[src/rtl/bcd_arb_pkg.sv]
// rtl/bcd_arb_pkg.sv - shared types and constants for the BCD operation arbiter
package bcd_arb_pkg;

  typedef enum logic [1:0] {
    IDLE  = 2'd0,
    EXEC  = 2'd1,
    SHIFT = 2'd2
  } state_e;

  localparam logic                OP_ADD  = 1'b0;
  localparam logic                OP_SUB  = 1'b1;
  localparam int                  DIGIT_W = 4;
  localparam logic [DIGIT_W-1:0]  BCD_MAX = 4'd9;

endpackage

[src/rtl/bcd_op_arbiter_if.sv]
// rtl/bcd_op_arbiter_if.sv - request, result and serial signals of the BCD operation arbiter
interface bcd_op_arbiter_if #(
  parameter int DIGITS = 4
);
  import bcd_arb_pkg::*;

  localparam int W = DIGIT_W * DIGITS;

  logic         req0_valid;
  logic         req0_ready;
  logic         req0_op;
  logic [W-1:0] req0_a;
  logic [W-1:0] req0_b;
  logic         req1_valid;
  logic         req1_ready;
  logic         req1_op;
  logic [W-1:0] req1_a;
  logic [W-1:0] req1_b;
  logic         res_valid;
  logic         res_id;
  logic [W-1:0] res_data;
  logic         res_carry;
  logic         res_err;
  logic         ser_out;
  logic         ser_active;
  logic         busy;

  modport master (
    output req0_valid, req0_op, req0_a, req0_b,
    output req1_valid, req1_op, req1_a, req1_b,
    input  req0_ready, req1_ready,
    input  res_valid, res_id, res_data, res_carry, res_err,
    input  ser_out, ser_active, busy
  );

  modport slave (
    input  req0_valid, req0_op, req0_a, req0_b,
    input  req1_valid, req1_op, req1_a, req1_b,
    output req0_ready, req1_ready,
    output res_valid, res_id, res_data, res_carry, res_err,
    output ser_out, ser_active, busy
  );

endinterface

[src/rtl/bcd_addsub4.sv]
// rtl/bcd_addsub4.sv - combinational digit-wise BCD adder/subtractor with decimal carry chain
module bcd_addsub4
  import bcd_arb_pkg::*;
#(
  parameter int DIGITS = 4
) (
  input  logic [DIGIT_W*DIGITS-1:0] a,
  input  logic [DIGIT_W*DIGITS-1:0] b,
  input  logic                      op,
  output logic [DIGIT_W*DIGITS-1:0] sum,
  output logic                      carry,
  output logic                      err
);

  logic [DIGIT_W*DIGITS-1:0] raw;
  logic [DIGIT_W-1:0]        da;
  logic [DIGIT_W-1:0]        db;
  logic [DIGIT_W-1:0]        dbx;
  logic [DIGIT_W:0]          s;
  logic                      c;
  logic                      bad;

  // Ripple a decimal carry from the low digit up; subtract is a + nines(b) + 1.
  always_comb begin
    raw = '0;
    da  = '0;
    db  = '0;
    dbx = '0;
    s   = '0;
    bad = 1'b0;
    c   = (op == OP_SUB);
    for (int i = 0; i < DIGITS; i++) begin
      da = a[DIGIT_W*i +: DIGIT_W];
      db = b[DIGIT_W*i +: DIGIT_W];
      if ((da > BCD_MAX) || (db > BCD_MAX)) begin
        bad = 1'b1;
      end
      dbx = (op == OP_SUB) ? (BCD_MAX - db) : db;
      s   = {1'b0, da} + {1'b0, dbx} + {{DIGIT_W{1'b0}}, c};
      if (s > {1'b0, BCD_MAX}) begin
        s = s - 5'd10;
        c = 1'b1;
      end else begin
        c = 1'b0;
      end
      raw[DIGIT_W*i +: DIGIT_W] = s[DIGIT_W-1:0];
    end
  end

  // A bad digit poisons the result; for subtract a missing final carry means borrow.
  assign err   = bad;
  assign sum   = bad ? '0 : raw;
  assign carry = bad ? 1'b0 : (c ^ (op == OP_SUB));

endmodule

[src/rtl/bcd_op_arbiter.sv]
// rtl/bcd_op_arbiter.sv - two-requester round-robin BCD add/subtract unit with serial result
module bcd_op_arbiter
  import bcd_arb_pkg::*;
#(
  parameter int DIGITS = 4
) (
  input  logic            clk,
  input  logic            reset,
  bcd_op_arbiter_if.slave bus
);

  localparam int W  = DIGIT_W * DIGITS;
  localparam int CW = $clog2(W);

  state_e         state_q, state_d;
  logic           last_q, last_d;
  logic [CW-1:0]  cnt_q, cnt_d;
  logic           op_q;
  logic           id_q;
  logic [W-1:0]   a_q;
  logic [W-1:0]   b_q;
  logic [W-1:0]   sh_q;
  logic           res_valid_q;
  logic           res_id_q;
  logic [W-1:0]   res_data_q;
  logic           res_carry_q;
  logic           res_err_q;
  logic           gnt0;
  logic           gnt1;
  logic           hs;
  logic [W-1:0]   sum;
  logic           carry;
  logic           err;

  bcd_addsub4 #(.DIGITS(DIGITS)) u_addsub (
    .a     (a_q),
    .b     (b_q),
    .op    (op_q),
    .sum   (sum),
    .carry (carry),
    .err   (err)
  );

  // Grant in IDLE (requester not granted last wins a tie), then walk EXEC and 16 SHIFT cycles.
  always_comb begin
    state_d = state_q;
    last_d  = last_q;
    cnt_d   = cnt_q;
    gnt0    = 1'b0;
    gnt1    = 1'b0;
    case (state_q)
      IDLE: begin
        gnt1 = bus.req1_valid && (!bus.req0_valid || !last_q);
        gnt0 = bus.req0_valid && !gnt1;
        if (gnt0 || gnt1) begin
          state_d = EXEC;
          last_d  = gnt1;
        end
      end
      EXEC: begin
        state_d = SHIFT;
        cnt_d   = '0;
      end
      SHIFT: begin
        cnt_d = cnt_q + 1'b1;
        if (cnt_q == CW'(W-1)) begin
          state_d = IDLE;
          cnt_d   = '0;
        end
      end
      default: state_d = IDLE;
    endcase
  end

  assign hs = gnt0 || gnt1;

  // Control state: FSM, last-grant pointer and shift counter.
  always_ff @(posedge clk) begin
    if (reset) begin
      state_q <= IDLE;
      last_q  <= 1'b1;
      cnt_q   <= '0;
    end else begin
      state_q <= state_d;
      last_q  <= last_d;
      cnt_q   <= cnt_d;
    end
  end

  // Capture the granted requester's operation at the handshake.
  always_ff @(posedge clk) begin
    if (reset) begin
      op_q <= OP_ADD;
      id_q <= 1'b0;
      a_q  <= '0;
      b_q  <= '0;
    end else if (hs) begin
      op_q <= gnt1 ? bus.req1_op : bus.req0_op;
      id_q <= gnt1;
      a_q  <= gnt1 ? bus.req1_a : bus.req0_a;
      b_q  <= gnt1 ? bus.req1_b : bus.req0_b;
    end
  end

  // Register the result at the end of EXEC and shift a copy out MSB first during SHIFT.
  always_ff @(posedge clk) begin
    if (reset) begin
      res_valid_q <= 1'b0;
      res_id_q    <= 1'b0;
      res_data_q  <= '0;
      res_carry_q <= 1'b0;
      res_err_q   <= 1'b0;
      sh_q        <= '0;
    end else begin
      res_valid_q <= (state_q == EXEC);
      if (state_q == EXEC) begin
        res_id_q    <= id_q;
        res_data_q  <= sum;
        res_carry_q <= carry;
        res_err_q   <= err;
        sh_q        <= sum;
      end else if (state_q == SHIFT) begin
        sh_q <= {sh_q[W-2:0], 1'b0};
      end
    end
  end

  assign bus.req0_ready = gnt0;
  assign bus.req1_ready = gnt1;
  assign bus.res_valid  = res_valid_q;
  assign bus.res_id     = res_id_q;
  assign bus.res_data   = res_data_q;
  assign bus.res_carry  = res_carry_q;
  assign bus.res_err    = res_err_q;
  assign bus.ser_active = (state_q == SHIFT);
  assign bus.ser_out    = (state_q == SHIFT) && sh_q[W-1];
  assign bus.busy       = (state_q != IDLE);

endmodule

[src/flat_wrapper.sv]
// flat-port wrapper written by rule: the top's interface ports become plain ports
module bcd_op_arbiter_flat import bcd_arb_pkg::*;
#(
  parameter int DIGITS = 4
)
  (clk, reset, bus_req0_valid, bus_req0_op, bus_req0_a, bus_req0_b, bus_req1_valid, bus_req1_op, bus_req1_a, bus_req1_b, bus_req0_ready, bus_req1_ready, bus_res_valid, bus_res_id, bus_res_data, bus_res_carry, bus_res_err, bus_ser_out, bus_ser_active, bus_busy);
  bcd_op_arbiter_if #(.DIGITS(DIGITS)) bus_i ();
  input  logic clk;
  input  logic reset;
  input wire logic [$bits(bus_i.req0_valid)-1:0] bus_req0_valid;
  input wire logic [$bits(bus_i.req0_op)-1:0] bus_req0_op;
  input wire logic [$bits(bus_i.req0_a)-1:0] bus_req0_a;
  input wire logic [$bits(bus_i.req0_b)-1:0] bus_req0_b;
  input wire logic [$bits(bus_i.req1_valid)-1:0] bus_req1_valid;
  input wire logic [$bits(bus_i.req1_op)-1:0] bus_req1_op;
  input wire logic [$bits(bus_i.req1_a)-1:0] bus_req1_a;
  input wire logic [$bits(bus_i.req1_b)-1:0] bus_req1_b;
  output wire logic [$bits(bus_i.req0_ready)-1:0] bus_req0_ready;
  output wire logic [$bits(bus_i.req1_ready)-1:0] bus_req1_ready;
  output wire logic [$bits(bus_i.res_valid)-1:0] bus_res_valid;
  output wire logic [$bits(bus_i.res_id)-1:0] bus_res_id;
  output wire logic [$bits(bus_i.res_data)-1:0] bus_res_data;
  output wire logic [$bits(bus_i.res_carry)-1:0] bus_res_carry;
  output wire logic [$bits(bus_i.res_err)-1:0] bus_res_err;
  output wire logic [$bits(bus_i.ser_out)-1:0] bus_ser_out;
  output wire logic [$bits(bus_i.ser_active)-1:0] bus_ser_active;
  output wire logic [$bits(bus_i.busy)-1:0] bus_busy;
  assign bus_i.req0_valid = bus_req0_valid;
  assign bus_i.req0_op = bus_req0_op;
  assign bus_i.req0_a = bus_req0_a;
  assign bus_i.req0_b = bus_req0_b;
  assign bus_i.req1_valid = bus_req1_valid;
  assign bus_i.req1_op = bus_req1_op;
  assign bus_i.req1_a = bus_req1_a;
  assign bus_i.req1_b = bus_req1_b;
  assign bus_req0_ready = bus_i.req0_ready;
  assign bus_req1_ready = bus_i.req1_ready;
  assign bus_res_valid = bus_i.res_valid;
  assign bus_res_id = bus_i.res_id;
  assign bus_res_data = bus_i.res_data;
  assign bus_res_carry = bus_i.res_carry;
  assign bus_res_err = bus_i.res_err;
  assign bus_ser_out = bus_i.ser_out;
  assign bus_ser_active = bus_i.ser_active;
  assign bus_busy = bus_i.busy;
  bcd_op_arbiter #(.DIGITS(DIGITS)) u_core (.clk(clk), .reset(reset), .bus(bus_i));
endmodule
[config.mk]
export PLATFORM = sky130hd
export DESIGN_NAME = bcd_op_arbiter_flat
export DESIGN_NICKNAME = d
export VERILOG_FILES = /design/src/rtl/bcd_arb_pkg.sv /design/src/rtl/bcd_op_arbiter_if.sv /design/src/rtl/bcd_addsub4.sv /design/src/rtl/bcd_op_arbiter.sv /design/src/flat_wrapper.sv
export SDC_FILE = /design/constraint.sdc
export NUM_CORES = 1
export LEC_CHECK = 0
export ABC_AREA = 1
export ABC_CLOCK_PERIOD_IN_PS = 10200
export CELL_PAD_IN_SITES_DETAIL_PLACEMENT = 1
export CELL_PAD_IN_SITES_GLOBAL_PLACEMENT = 2
export CORE_MARGIN = 3
export CORE_UTILIZATION = 31
export CTS_CLUSTER_SIZE = 12
export DETAILED_ROUTE_END_ITERATION = 8
export GPL_TIMING_DRIVEN = 0
export PLACE_DENSITY_LB_ADDON = 0.1
export SETUP_SLACK_MARGIN = 0.02
export SLEW_MARGIN = 5
export SYNTH_ARGS = -nofsm -noshare
export SYNTH_HDL_FRONTEND = slang
export SYNTH_SLANG_ARGS = --single-unit
[constraint.sdc]
create_clock -name clk -period 10.2 [get_ports clk]
set_input_delay 2.04 -clock clk [delete_from_list [all_inputs] [get_ports clk]]
set_output_delay 2.04 -clock clk [all_outputs]
set_load 0.005 [all_outputs]
Run 1, met1 routing:
Scale bar: 20 µm. Supply wires on this layer in grey.
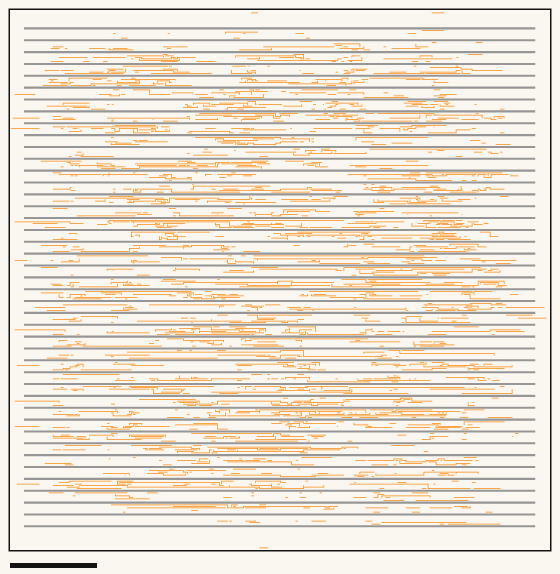
share of all routed wire	46%
nets with wire on the layer	711
total wire length: 13800 µm
GR Layer Usage met1: 23.8%
via count: 4181

Run 1, signal wires on met2:
Scale bar: 20 µm.
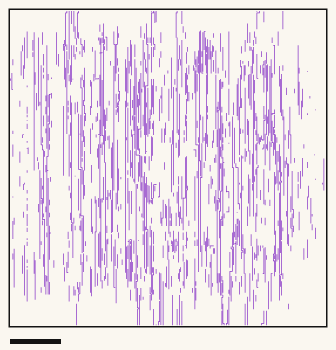
share of all routed wire	49%
wire length on this layer	6780 µm
global-route track usage on met2: 32.6%

Run 1, M3 wires:
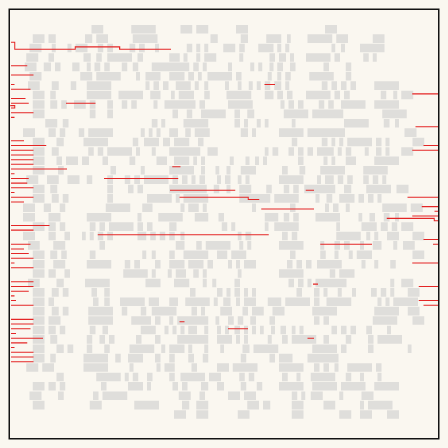
main direction	horizontal
wire length on this layer	539 µm

==> impl_metrics.py, run 1 <==
# Synthesis and PnR figures
metrics = {
    "status": {
        "status": "finished, final reports clean",
    },
    "yosys": {
        "top_cells_by_area": "dfxtp_1 36%, a21oi_1 12%, o21ai_0 11%, nand2_1 7.6%, ha_1 7.3%",
        "yosys_cells": 574,
        "ys_ff": 77,
        "ys.warnings.count": 0,
        "postSynthSeqShare_pct": 35.8,
        "yosys_area_um2": 4310,
        "synth_cells": 574,
        "synth_area_um2": 4310,
        "syn_area_per_cell_um2": 7.51,
        "syn_nets": 676,
    },
    "routing": {
        "dr.pass1.iters": 4,
        "vias_per_cell": 4.86,
        "antenna_left": 0,
        "drcViolationCount": 0,
        "wl_per_cell_um": 16.1,
        "drtIter0Drc": 152,
    },
    "finish": {
        "n_fill_cell": 1692,
        "final_nets": 781,
        "seq_share_pct": 26.5,
        "register_area_um2": 1540,
        "final_util_pct": 43.4,
        "combAreaFraction_pct": 42.5,
        "n_all_inverters": 42,
        "most-common-layout-cells": "100 x a21oi_1, 98 x o21ai_0, 94 x clkdlybuf4s50_1",
        "layout.nonclk_buf_share_pct": 18.5,
        "drive_gt1_share_pct": 11.1,
        "clkCellAreaFrac_pct": 6.00,
        "largest_cell_class": "combinational gates",
        "layout_top_cell": "a21oi_1",
        "antenna_cells": 0,
        "n_all_buffers": 123,
    },
    "cts": {
        "clk_path_buf_depth": 2,
        "postCtsHoldBufs": 0,
        "cts-resized-gates": 0,
        "clock_sink_count": 77,
        "cts_buffers": 9,
        "clock_latency_ns": 0.33,
        "root_buffer": "clkbuf_16",
        "cts_htree_levels": 3,
    },
    "job": {
        "cap_violations": 0,
    },
    "worst_setup_path": {
        "crit_family": "adder cells",
        "critPathCaptureType": "register",
        "path_buffers": 6,
        "timing.rr.end": "u_core.sh_q[14]",
        "required_ns": 10.46,
        "r2r_cells": 38,
        "crit_type": "reg2reg",
        "crit_start": "u_core.op_q",
        "max_stage_delay_ns": 0.45,
        "crit_cells": 38,
        "cp.arrival_ns": 7.76,
        "worst-r2r-setup-slack_ns": 2.70,
    },
    "sta": {
        "fin_skew_ns": 0.00320,
        "rsz0062_at_grt": "no",
        "min_period_over_period_pct": 73.5,
        "setup_violations": 0,
    },
    "min_path": {
        "hold_path_class": "reg2reg",
        "holdPathEnd": "u_core.bus.res_data[4]",
        "hold_depth": 2,
    },
    "grt": {
        "grt_usage_pct": 18.6,
        "gr-total-overflow": 0,
        "grt_max_degree": 14,
    },
    "power": {
        "p_leak_nw": 2.38,
        "sequentialPower_mw": 0.426,
        "power_mw": 1.51,
        "clockPowerShare_pct": 24.6,
        "swShare_pct": 40.2,
        "pwr-share-seq_pct": 28.2,
        "pg_comb_mw": 0.715,
        "maxPowerGroup": "combinational logic",
        "power_density_nw_per_um2": 260,
    },
    "placed_design": {
        "port_buffers": 94,
        "dp_cells": 844,
        "place_area_um2": 5470,
        "dp_hpwl_um": 11000,
    },
    "die": {
        "die_h_um": 124,
        "floorplan.core_util_pct": 32.2,
        "chip_area_um2": 15400,
        "core-area_um2": 13400,
    },
}
-- run 1: sequential cells by signal, indices dropped and copies added (netlist names) --
signal,count
u_core.bus.res_data,16
u_core.id_q,1
u_core.cnt_q,4
u_core.a_q,16
u_core.last_q,1
u_core.op_q,1
u_core.bus.res_carry,1
u_core.bus.res_err,1
u_core.state_q,2
u_core.sh_q,16
u_core.b_q,16
u_core.bus.res_valid,1
u_core.bus.res_id,1
-- run 1: per-layer routing --
layer | vias to the layer above | global-route usage, % | share of wire, %
li1 | 2150 | - | -
met1 | 1940 | 23.8 | 46
met2 | 82 | 32.6 | 49
met3 | 9 | 2.45 | 3.9
met4 | 0 | 5.34 | 0.93
met5 | - | 0 | 0
-- run 1: synthesized netlist by cell type (all sizes together) --
cell type	count
o31ai	1
a21oi	100
ha	25
inv	40
o221ai	1
nand3	32
nor3	1
nor2	17
a221oi	1
xnor2	6
nand4	1
xor2	4
nand3b	1
and2	1
o21ai	98
clkbuf	19
o21a	2
clkinv	2
nand2	93
or2	33
o211ai	2
buf	10
dfxtp	77
fa	7
-- run 1: kinds of logic (layout without fill, tap and decap cells) --
logic type | count (synthesis) | after routing | share of synthesized area, %
AND-OR/OR-AND | 205 | 205 | 24.3
XOR/XNOR | 10 | 10 | 2.21
adder cells (fa/ha/maj) | 32 | 32 | 10.5
buffers and inverters | 71 | 181 | 6.82
flip-flops | 77 | 77 | 35.8
AND/OR/NAND/NOR | 179 | 179 | 20.4
-- run 1: how the worst max path moves through the flow --
stage | endpoint | slack (ns)
final | u_core.sh_q[14] | 2.70
after global routing | u_core.sh_q[14] | 2.13
after CTS | u_core.sh_q[14] | 2.65
after detailed placement | u_core.sh_q[14] | 2.69
after global placement | u_core.bus.res_data[14] | 2.92
after floorplan | u_core.bus.res_data[14] | 3.77
==> run 2, diff against run 1 <==
ABC_CLOCK_PERIOD_IN_PS = 7300   (was 10200)
CORE_UTILIZATION = 29   (was 31)
clock period = 7.3 ns   (was 10.2 ns; I/O delays follow)
Run 2, met1 routing:
Scale bar: 50 µm. Supply wires on this layer in grey.
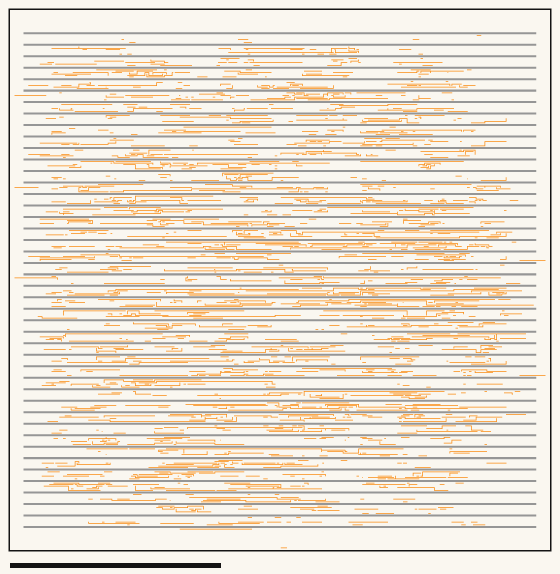
main direction	horizontal
wire length on this layer	6790 µm
nets with wire on the layer	709

==> run 2 against run 1 <==
Routed wire length is 1.8% higher. Die area is 6.6% higher. Cell count is 0.35% higher. Count of clock-buffer cells in the layout is 1 higher. Worst hold slack better by 0.0023 ns. Via count is 1.2% higher. Design area is 0.30% higher. Area after synthesis stayed put. Sequential share of layout area is 0.058 points lower. Utilization is 2.3 points lower. Combinational power is 45% higher. Clock skew is 0.0045 ns higher. Critical path type unchanged.
==> impl_metrics.py, run 2 <==
# Synthesis and PnR figures
metrics = {
    "status": {
        "status": "finished, final reports clean",
    },
    "yosys": {
        "edf_count": 0,
        "postSynthSeqShare_pct": 35.8,
        "synth_cells": 574,
        "ys.flop_type": "dfxtp_1",
        "yosys_cells": 574,
        "syn_nets": 676,
        "top_cell": "a21oi_1",
        "ys.warnings.count": 0,
        "yosys_area_um2": 4310,
        "synthArstFlopShare_pct": 0,
        "synth_area_um2": 4310,
        "ys_ff": 77,
        "top_cells_by_area": "dfxtp_1 36%, a21oi_1 12%, o21ai_0 11%, nand2_1 7.6%, ha_1 7.3%",
        "syn_area_per_cell_um2": 7.51,
        "top_cells_by_count": "100 x a21oi_1, 98 x o21ai_0, 87 x nand2_1",
    },
    "worst_setup_path": {
        "critPathCaptureType": "register",
        "crit_cells": 38,
        "required_ns": 7.50,
        "crit_family": "adder cells",
        "r2r_cells": 38,
        "path_buffers": 6,
        "crit_top_cell": "nand2_1",
        "crit_type": "reg2reg",
        "max_stage_delay_ns": 0.57,
        "cp.arrival_ns": 6.98,
    },
    "power": {
        "power_mw": 2.11,
        "p_leak_nw": 2.38,
        "power_density_nw_per_um2": 361,
    },
    "routing": {
        "wl_per_cell_um": 16.3,
        "vias_per_cell": 4.90,
        "dr.pass1.iters": 4,
        "num_vias": 4230,
        "drcViolationCount": 0,
        "antenna_left": 0,
        "drt_wl_total_um": 14100,
        "drtIter0Drc": 156,
    },
    "die": {
        "chip_area_um2": 16400,
        "core-area_um2": 14200,
        "floorplan.core_util_pct": 30.3,
        "rows": 43,
        "die_h_um": 128,
    },
    "finish": {
        "drive_gt1_share_pct": 12.6,
        "most-common-layout-cells": "99 x a21oi_1, 98 x o21ai_0, 94 x clkdlybuf4s50_1",
        "final_nets": 783,
        "layout_top_cell": "a21oi_1",
        "antenna_cells": 0,
    },
    "grt": {
        "grt_usage_pct": 17.4,
        "grt_pass1_wl_um": 22600,
        "grt_max_degree": 12,
        "gr-total-overflow": 0,
    },
    "sta": {
        "setup_slack_ns": 0.528,
        "setup_violations": 0,
        "rsz0062_at_grt": "no",
        "fmax_mhz": 148,
        "fin_skew_ns": 0.00772,
        "min_period_over_period_pct": 92.8,
    },
    "job": {
        "cap_violations": 0,
    },
    "cts": {
        "tritoncts": "yes",
        "root_buffer": "clkbuf_16",
        "clock_sink_count": 77,
        "cts_buffers": 9,
        "clock_latency_ns": 0.34,
        "cts_htree_levels": 3,
        "clk_path_buf_depth": 2,
    },
    "placed_design": {
        "port_buffers": 94,
        "dp_cells": 848,
        "dp_hpwl_um": 11200,
    },
    "min_path": {
        "hold_path_class": "reg2reg",
        "hold_depth": 2,
    },
}
Run 2, track usage over the die:
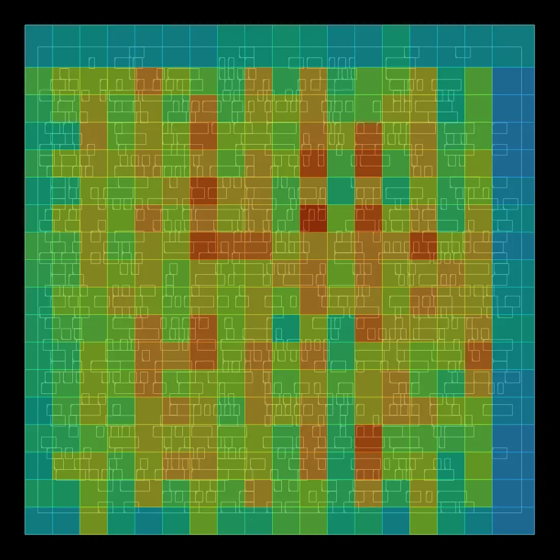
GR Layer Usage met1: 22.9%
global-route track usage on met2: 29.0%

## run 2: cell families after synthesis
group	Yosys count	share of synthesized area [%]
AND-OR/OR-AND	205	24.3
buffers and inverters	71	6.82
AND/OR/NAND/NOR	179	20.4
adder cells (fa/ha/maj)	32	10.5
flip-flops	77	35.8
XOR/XNOR	10	2.21
## run 2: layout make-up
class	count	area (µm²)
inverter	42	158
clock buffer	11	243
fill	1772	8370
multi-input combinational	426	2510
sequential	77	1540
buffer	29	140
clock inverter	2	60.1
tap	180	225
timing repair buffer	96	956
## run 2: final timing paths
path                     startpoint                 endpoint  slack (ns)
max                   u_core.b_q[1]  u_core.bus.res_data[14]        0.53
min          u_core.bus.res_data[5]   u_core.bus.res_data[5]        0.47
max reg2reg           u_core.b_q[1]  u_core.bus.res_data[14]        0.53
min reg2reg  u_core.bus.res_data[5]   u_core.bus.res_data[5]        0.47
## run 2: power by group
part	switching [mW]	internal, mW
registers	0.0730	0.523
logic	0.614	0.423
clock network	0.170	0.303
total	0.857	1.25
## run 2: repair_timing
item	in CTS	in global routing
endpoints found under the setup margin	7	7
hold buffers	0	0
buffers inserted	0	2
pin swaps	0	4
gates cloned	0	0
hold endpoints to repair	0	0
gates resized	4	10
## run 2: layer usage
metal / up-vias / wire (µm) / global-route usage, %
li1: 2155 / - / -
met1: 1981 / 6790 / 22.9
met2: 80 / 6520 / 29.0
met3: 14 / 562 / 2.92
met4: 0 / 199 / 5.43
met5: - / 0 / 0
## run 2: stage by stage
step           hold WS [ns]  utilization, %  cell area, µm²
6_report              0.466            41.1            5840
3_5_place_dp          0.459            38.5            5480
3_3_place_gp          0.455            38.5            5480
5_1_grt               0.491            41.1            5840
4_1_cts               0.467            40.8            5800
2_1_floorplan         0.433               -            4310
Power and IR drop assume default switching activity.
